`src/rtl/mvb_merge_rr_pkg.sv`:
```
// Shared definitions for the round-robin MVB merge.
//   port_w_f : width of a port index for a given number of ports, never below 1
//              bit so that a single-port merge still has a (constant) tag.
package mvb_merge_rr_pkg;

  function automatic int port_w_f(input int ports);
    int w;
    w = $clog2(ports);
    if (w < 1) w = 1;
    return w;
  endfunction

endpackage

```
`src/rtl/mvb_rr_arbiter.sv`:
```
// Combinational round-robin arbiter.
// Grants the first requesting port found when searching ptr, ptr+1, ...
// with wrap-around modulo PORTS. The pointer register lives in the caller.
//   req     : per-port request vector
//   ptr     : port with highest priority this cycle
//   gnt_oh  : one-hot grant (all zero when nothing requests)
//   gnt_idx : index of the granted port (0 when nothing requests)
//   gnt_vld : a grant exists
module mvb_rr_arbiter
  import mvb_merge_rr_pkg::*;
#(
  parameter int PORTS = 2,
  parameter int PW    = port_w_f(PORTS)
) (
  input  logic [PORTS-1:0] req,
  input  logic [PW-1:0]    ptr,
  output logic [PORTS-1:0] gnt_oh,
  output logic [PW-1:0]    gnt_idx,
  output logic             gnt_vld
);

  // The wrapped search is split into two linear scans: first the ports at or
  // above the pointer, then the ports below it. This keeps every index a
  // loop constant.
  always_comb begin
    gnt_oh  = '0;
    gnt_idx = '0;
    gnt_vld = 1'b0;
    for (int i = 0; i < PORTS; i++) begin
      if (!gnt_vld && req[i] && (PW'(i) >= ptr)) begin
        gnt_vld   = 1'b1;
        gnt_oh[i] = 1'b1;
        gnt_idx   = PW'(i);
      end
    end
    for (int i = 0; i < PORTS; i++) begin
      if (!gnt_vld && req[i] && (PW'(i) < ptr)) begin
        gnt_vld   = 1'b1;
        gnt_oh[i] = 1'b1;
        gnt_idx   = PW'(i);
      end
    end
  end

endmodule

```
`src/rtl/mvb_merge_rr.sv`:
```
// Round-robin MVB merge: collects whole words from RX_PORTS MVB streams and
// emits them one per cycle on a single registered MVB output, tagged with the
// source port. Words whose valid bits are all zero are accepted and dropped.
//   CLK, RESET  : clock, synchronous active-high reset
//   RX_DATA     : RX_PORTS words of ITEMS*ITEM_WIDTH bits, port i at slice i
//   RX_VLD      : RX_PORTS groups of ITEMS item-valid bits
//   RX_SRC_RDY  : word present on port i
//   RX_DST_RDY  : word on port i accepted this cycle (at most one bit set)
//   TX_DATA/TX_VLD/TX_PORT : output word, item valids, source port index
//   TX_SRC_RDY  : output word present
//   TX_DST_RDY  : downstream accepts
module mvb_merge_rr
  import mvb_merge_rr_pkg::*;
#(
  parameter int  RX_PORTS   = 2,
  parameter int  ITEMS      = 4,
  parameter int  ITEM_WIDTH = 8,
  localparam int PORT_W     = port_w_f(RX_PORTS)
) (
  input  logic                             CLK,
  input  logic                             RESET,
  input  logic [RX_PORTS*ITEMS*ITEM_WIDTH-1:0] RX_DATA,
  input  logic [RX_PORTS*ITEMS-1:0]        RX_VLD,
  input  logic [RX_PORTS-1:0]              RX_SRC_RDY,
  output logic [RX_PORTS-1:0]              RX_DST_RDY,
  output logic [ITEMS*ITEM_WIDTH-1:0]      TX_DATA,
  output logic [ITEMS-1:0]                 TX_VLD,
  output logic [PORT_W-1:0]                TX_PORT,
  output logic                             TX_SRC_RDY,
  input  logic                             TX_DST_RDY
);

  localparam int WORD_W = ITEMS * ITEM_WIDTH;

  logic [WORD_W-1:0]   tx_data_q, tx_data_d;
  logic [ITEMS-1:0]    tx_vld_q, tx_vld_d;
  logic [PORT_W-1:0]   tx_port_q, tx_port_d;
  logic                tx_src_rdy_q, tx_src_rdy_d;
  logic [PORT_W-1:0]   ptr_q, ptr_d;

  logic [RX_PORTS-1:0] gnt_oh;
  logic [PORT_W-1:0]   gnt_idx;
  logic                gnt_vld;
  logic                free;
  logic                take;

  mvb_rr_arbiter #(
    .PORTS (RX_PORTS),
    .PW    (PORT_W)
  ) u_arb (
    .req     (RX_SRC_RDY),
    .ptr     (ptr_q),
    .gnt_oh  (gnt_oh),
    .gnt_idx (gnt_idx),
    .gnt_vld (gnt_vld)
  );

  // The output register can take a new word when it is empty or its current
  // word leaves this cycle; the ready path stays purely combinational.
  assign free       = !tx_src_rdy_q || TX_DST_RDY;
  assign take       = free && gnt_vld && !RESET;
  assign RX_DST_RDY = take ? gnt_oh : '0;

  always_comb begin
    tx_data_d    = tx_data_q;
    tx_vld_d     = tx_vld_q;
    tx_port_d    = tx_port_q;
    tx_src_rdy_d = tx_src_rdy_q;
    ptr_d        = ptr_q;
    if (free) begin
      if (gnt_vld) begin
        for (int i = 0; i < RX_PORTS; i++) begin
          if (gnt_oh[i]) begin
            tx_data_d = RX_DATA[i*WORD_W +: WORD_W];
            tx_vld_d  = RX_VLD[i*ITEMS +: ITEMS];
          end
        end
        tx_port_d    = gnt_idx;
        // A word without any valid item is consumed but never presented.
        tx_src_rdy_d = |tx_vld_d;
        ptr_d        = (gnt_idx == PORT_W'(RX_PORTS - 1)) ? '0 : gnt_idx + PORT_W'(1);
      end else begin
        tx_src_rdy_d = 1'b0;
      end
    end
  end

  // Output register stage
  always_ff @(posedge CLK) begin
    if (RESET) begin
      tx_data_q    <= '0;
      tx_vld_q     <= '0;
      tx_port_q    <= '0;
      tx_src_rdy_q <= 1'b0;
      ptr_q        <= '0;
    end else begin
      tx_data_q    <= tx_data_d;
      tx_vld_q     <= tx_vld_d;
      tx_port_q    <= tx_port_d;
      tx_src_rdy_q <= tx_src_rdy_d;
      ptr_q        <= ptr_d;
    end
  end

  assign TX_DATA    = tx_data_q;
  assign TX_VLD     = tx_vld_q;
  assign TX_PORT    = tx_port_q;
  assign TX_SRC_RDY = tx_src_rdy_q;

endmodule

```
`config.mk`:
```
export PLATFORM = sky130hd
export DESIGN_NAME = mvb_merge_rr
export DESIGN_NICKNAME = d
export VERILOG_FILES = /design/src/rtl/mvb_merge_rr_pkg.sv /design/src/rtl/mvb_rr_arbiter.sv /design/src/rtl/mvb_merge_rr.sv
export SDC_FILE = /design/constraint.sdc
export NUM_CORES = 1
export LEC_CHECK = 0
export CAP_MARGIN = 30
export CORE_MARGIN = 2
export CORE_UTILIZATION = 38
export CTS_CLUSTER_SIZE = 28
export DETAILED_ROUTE_END_ITERATION = 8
export PLACE_DENSITY = 0.91
export SYNTH_ARGS = -nofsm -noshare
export SYNTH_HDL_FRONTEND = slang
export SYNTH_HIERARCHICAL = 1
export SYNTH_SLANG_ARGS = --single-unit
```
`constraint.sdc`:
```
create_clock -name CLK -period 1.7 [get_ports CLK]
set_input_delay 0.34 -clock CLK [delete_from_list [all_inputs] [get_ports CLK]]
set_output_delay 0.34 -clock CLK [all_outputs]
set_load 0.05 [all_outputs]
```
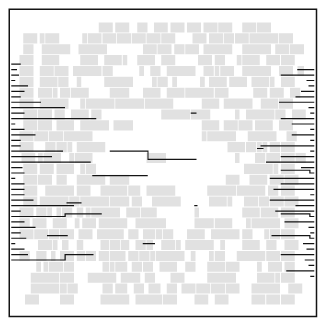
(images/m3.png)
Drawn at 4 px/µm.
The wires run mostly horizontal. The layer carries 473 µm of wire. The layer holds 9.2% of the routed length. The longest straight run is 20.9 µm.

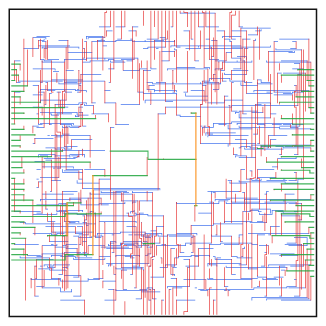
(images/layers.png)
Drawn at 4 px/µm.
Key: M4 = orange [wire length 51.0 µm]; M2 = red [wire length 2480 µm]; M3 = green [wire length 473 µm]; M1 = blue [wire length 2150 µm]

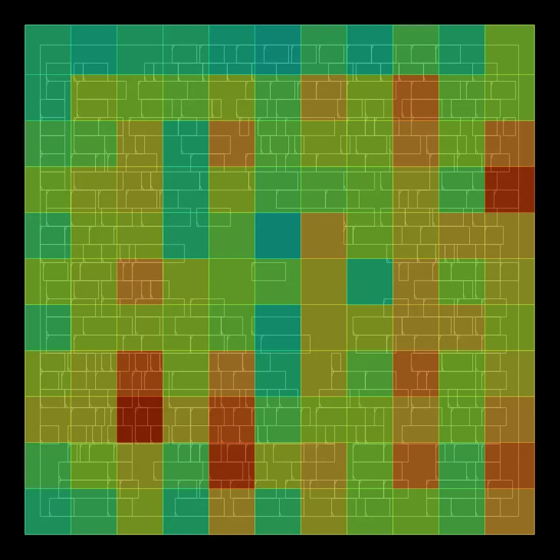
(images/congestion_map.png)
GRT Max-Usage Layer: met2
Final Core Density: 66.89%
met3 usage: 6.161%

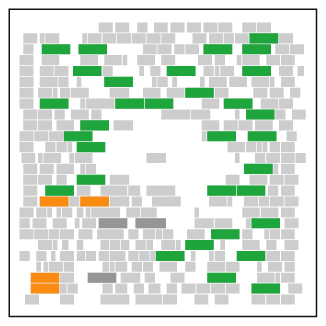
(images/ff_map.png)
Drawn at 4 px/µm. Other sequential cells in the stronger gray, the rest of the logic in the fainter gray.
Key: TX_VLD = orange [flops 4, where lower left]; TX_DATA = green [flops 32]

==> critical path, stage by stage <==
cell and delay, ps:
dlygate4sd2_1 240, buf_6 130, or2_4 140, nand2_4 70, nor3b_4 240, buf_12 170
==> registers in the layout, indices dropped and copies added, names as in the netlist <==
register / flops
TX_DATA: 32
TX_VLD: 4
TX_PORT: 1
TX_SRC_RDY: 1
ptr_q: 1
==> routing by layer <==
| metal | up-vias | track usage (%) | routed length [µm] |
|---|---|---|---|
| met5 | - | 0 | 0 |
| met4 | 0 | 5.273 | 51 |
| met3 | 7 | 6.161 | 472 |
| met2 | 86 | 30.62 | 2481 |
| met1 | 831 | 22.02 | 2152 |
| li1 | 935 | - | - |
==> power groups by stage <==
stage	clock (mW)	combinational, mW	sequential, mW
final	0.676	1.27	1.08
after global routing	0.730	1.35	1.10
after CTS	0.696	1.29	1.08
after detailed placement	0	1.27	1.10
after global placement	0	1.25	1.10
after floorplan	0	0.457	1.45
==> kinds of logic after synthesis <==
kind of cell / Yosys count / share of synthesized area [%]
AND-OR/OR-AND: 44 / 23.96
buffers and inverters: 19 / 6.524
flip-flops: 39 / 39.15
AND/OR/NAND/NOR: 49 / 10.29
multiplexers: 40 / 20.08
==> placed cells by master, fill, tap and decap left out, types with 4 or more instances in the layout <==
cell type,instances
a211oi_2,32
buf_12,6
buf_4,54
clkbuf_8,7
clkdlybuf4s50_1,72
dfxtp_1,38
mux2i_1,40
nand2_1,5
nor2_1,36
o21ai_0,4
==> layout make-up <==
cell class	count	area, µm²
clock buffers	8	100.1
fillers	422	1680
inverters	1	3.754
multi-input cells	133	1132
flip-flops and latches	39	782.0
well taps	70	87.58
repair buffers	137	1289
==> repair_timing <==
item / CTS / global route
gates resized: 7 / 1
endpoints found under the setup margin: 35 / 13
pin swaps: 2 / 0
buffers inserted: 4 / 0
==> stage by stage <==
| step | util [%] | power (mW) | worst slack, ps | area [µm²] | instances |
|---|---|---|---|---|---|
| floorplan | - | 1.911 | -51.86 | 2019 | 191 |
| global placement | 64.05 | 2.341 | -277.1 | 3251 | 376 |
| detailed placement | 64.05 | 2.369 | -349.5 | 3251 | 376 |
| CTS | 66.86 | 3.064 | 36.51 | 3393 | 388 |
| global route | 66.89 | 3.178 | 3.428 | 3395 | 388 |
| finish | 66.89 | 3.032 | 19.22 | 3395 | 388 |
==> path summary, 6_finish.rpt <==
check                           slack [ps]     startpoint  cells past startpoint       endpoint
worst max-delay path                    20  RX_SRC_RDY[0]                      6  RX_DST_RDY[0]
worst min-delay path                   410          RESET                      2      TX_VLD[1]
worst max register to register         130          ptr_q                      7    TX_DATA[29]
worst min register to register         460        TX_PORT                      2        TX_PORT
==> reports/qor.yml <==
status:
  status: "complete, no violations"
clock_network:
  clk_pin_slew_worst_paths_ps: 70
  cts_hold_buf: 0
  root_buffer: "clkbuf_8"
  cts_buffers: 5
  max-clock-path-buffers: 2
  cts.sinks: 39
  ctsHtreeMaxLevel: 2
  cts_tree: "done"
  worst_skew_pair.late_latency_ps: 280
routing:
  num_vias: 1859
  drt-total-wl_mm: 5.157
  vias_per_cell: 4.791
  first_pass_iters: 4
  dr.first_iter.drc_count: 62
  drcViolationCount: 0
  ant_nets: 0
  wire_per_inst_um: 13.29
placed_design:
  place_congestion: 0.7943
  numPortBuffers: 116
  hpwl_mm: 3.976
synthesis:
  synthDominantCellAreaShare_pct: 39.15
  async_flop_share_pct: 0
  yosys_warnings: 6
  yosysSeqAreaShare_pct: 39.15
  synth.area.top_cells: "dfxtp_1 (39%), a211oi_2 (20%), mux2i_1 (20%)"
  syn_area_per_cell_um2: 10.44
  fp_nets: 268
  ys_types: 22
  syn_inst: 191
  ys_chip_area_mm2: 0.001994
  synthesis.area_mm2: 0.001994
  ff_type: "dfxtp_1"
  enable_flop_cells: 0
  most_common_cell: "mux2i_1"
  synth_stat.cells: 191
  numSynthFlops: 39
  top_area_cell: "dfxtp_1"
  netlist_top_cells_count: "mux2i_1 (40), dfxtp_1 (39), nor2_1 (36), a211oi_2 (32)"
final_timing:
  rsz0062_at_grt: "false"
  finalSetupViolations: 0
  worst_pin_slew_ps: 289.2
  slew_viol_final: 0
  timing_hold_violations_final: 0
  finalClockPeriodUsage_pct: 98.87
  fin_setup_tns_ps: 0
  relSlewSlack_pct: 80.72
  period_needed_ps: 1681
  fmax_ghz: 0.5950
  clock_skew_ps: 2.863
  hold_ws_ps: 412.3
power:
  p_per_area_mw_per_mm2: 893.1
  p_comb_share_pct: 42.0
  cellLeakagePower_nw: 1.395
  p_clk_share_pct: 22.3
  p_seq_share_pct: 35.7
  p_sw_share_pct: 36.09
  intPower_mw: 1.938
  ir_drop_mv: 0.5003
  p_switching_mw: 1.094
grt:
  grt_overflow: 0
  grt_pass1_vias: 1896
  grtUsageTotal_pct: 18.19
  antenna_found_initial: 0
  grt_max_degree: 36
  grt_pass1_wl_mm: 8.880
floorplanning:
  num_rows: 26
  fp_util_pct: 39.30
  io_pins: 117
  die_w_um: 76.45
  core_mm2: 0.005075
  die_h_um: 76.45
  die-area_mm2: 0.005844
flow_run:
  max_cap_viol_count: 0
  warning_count: 27
worst_hold_path:
  min_path_type: "in -> reg"
worst_setup_path:
  worstSetupEndpointType: "output pin"
  critPathLaunchType: "input pin"
  cp_max_fo: 4
  critPathKind: "in -> out"
  crit_arrival_ps: 1340
  cp.required_ps: 1360
cells_and_area:
  drive_above_1_share_pct: 34.28
  diodes: 0
  area_growth_pct: 70.20
  fin_nets: 394
Power is estimated from default activity; no workload was simulated.
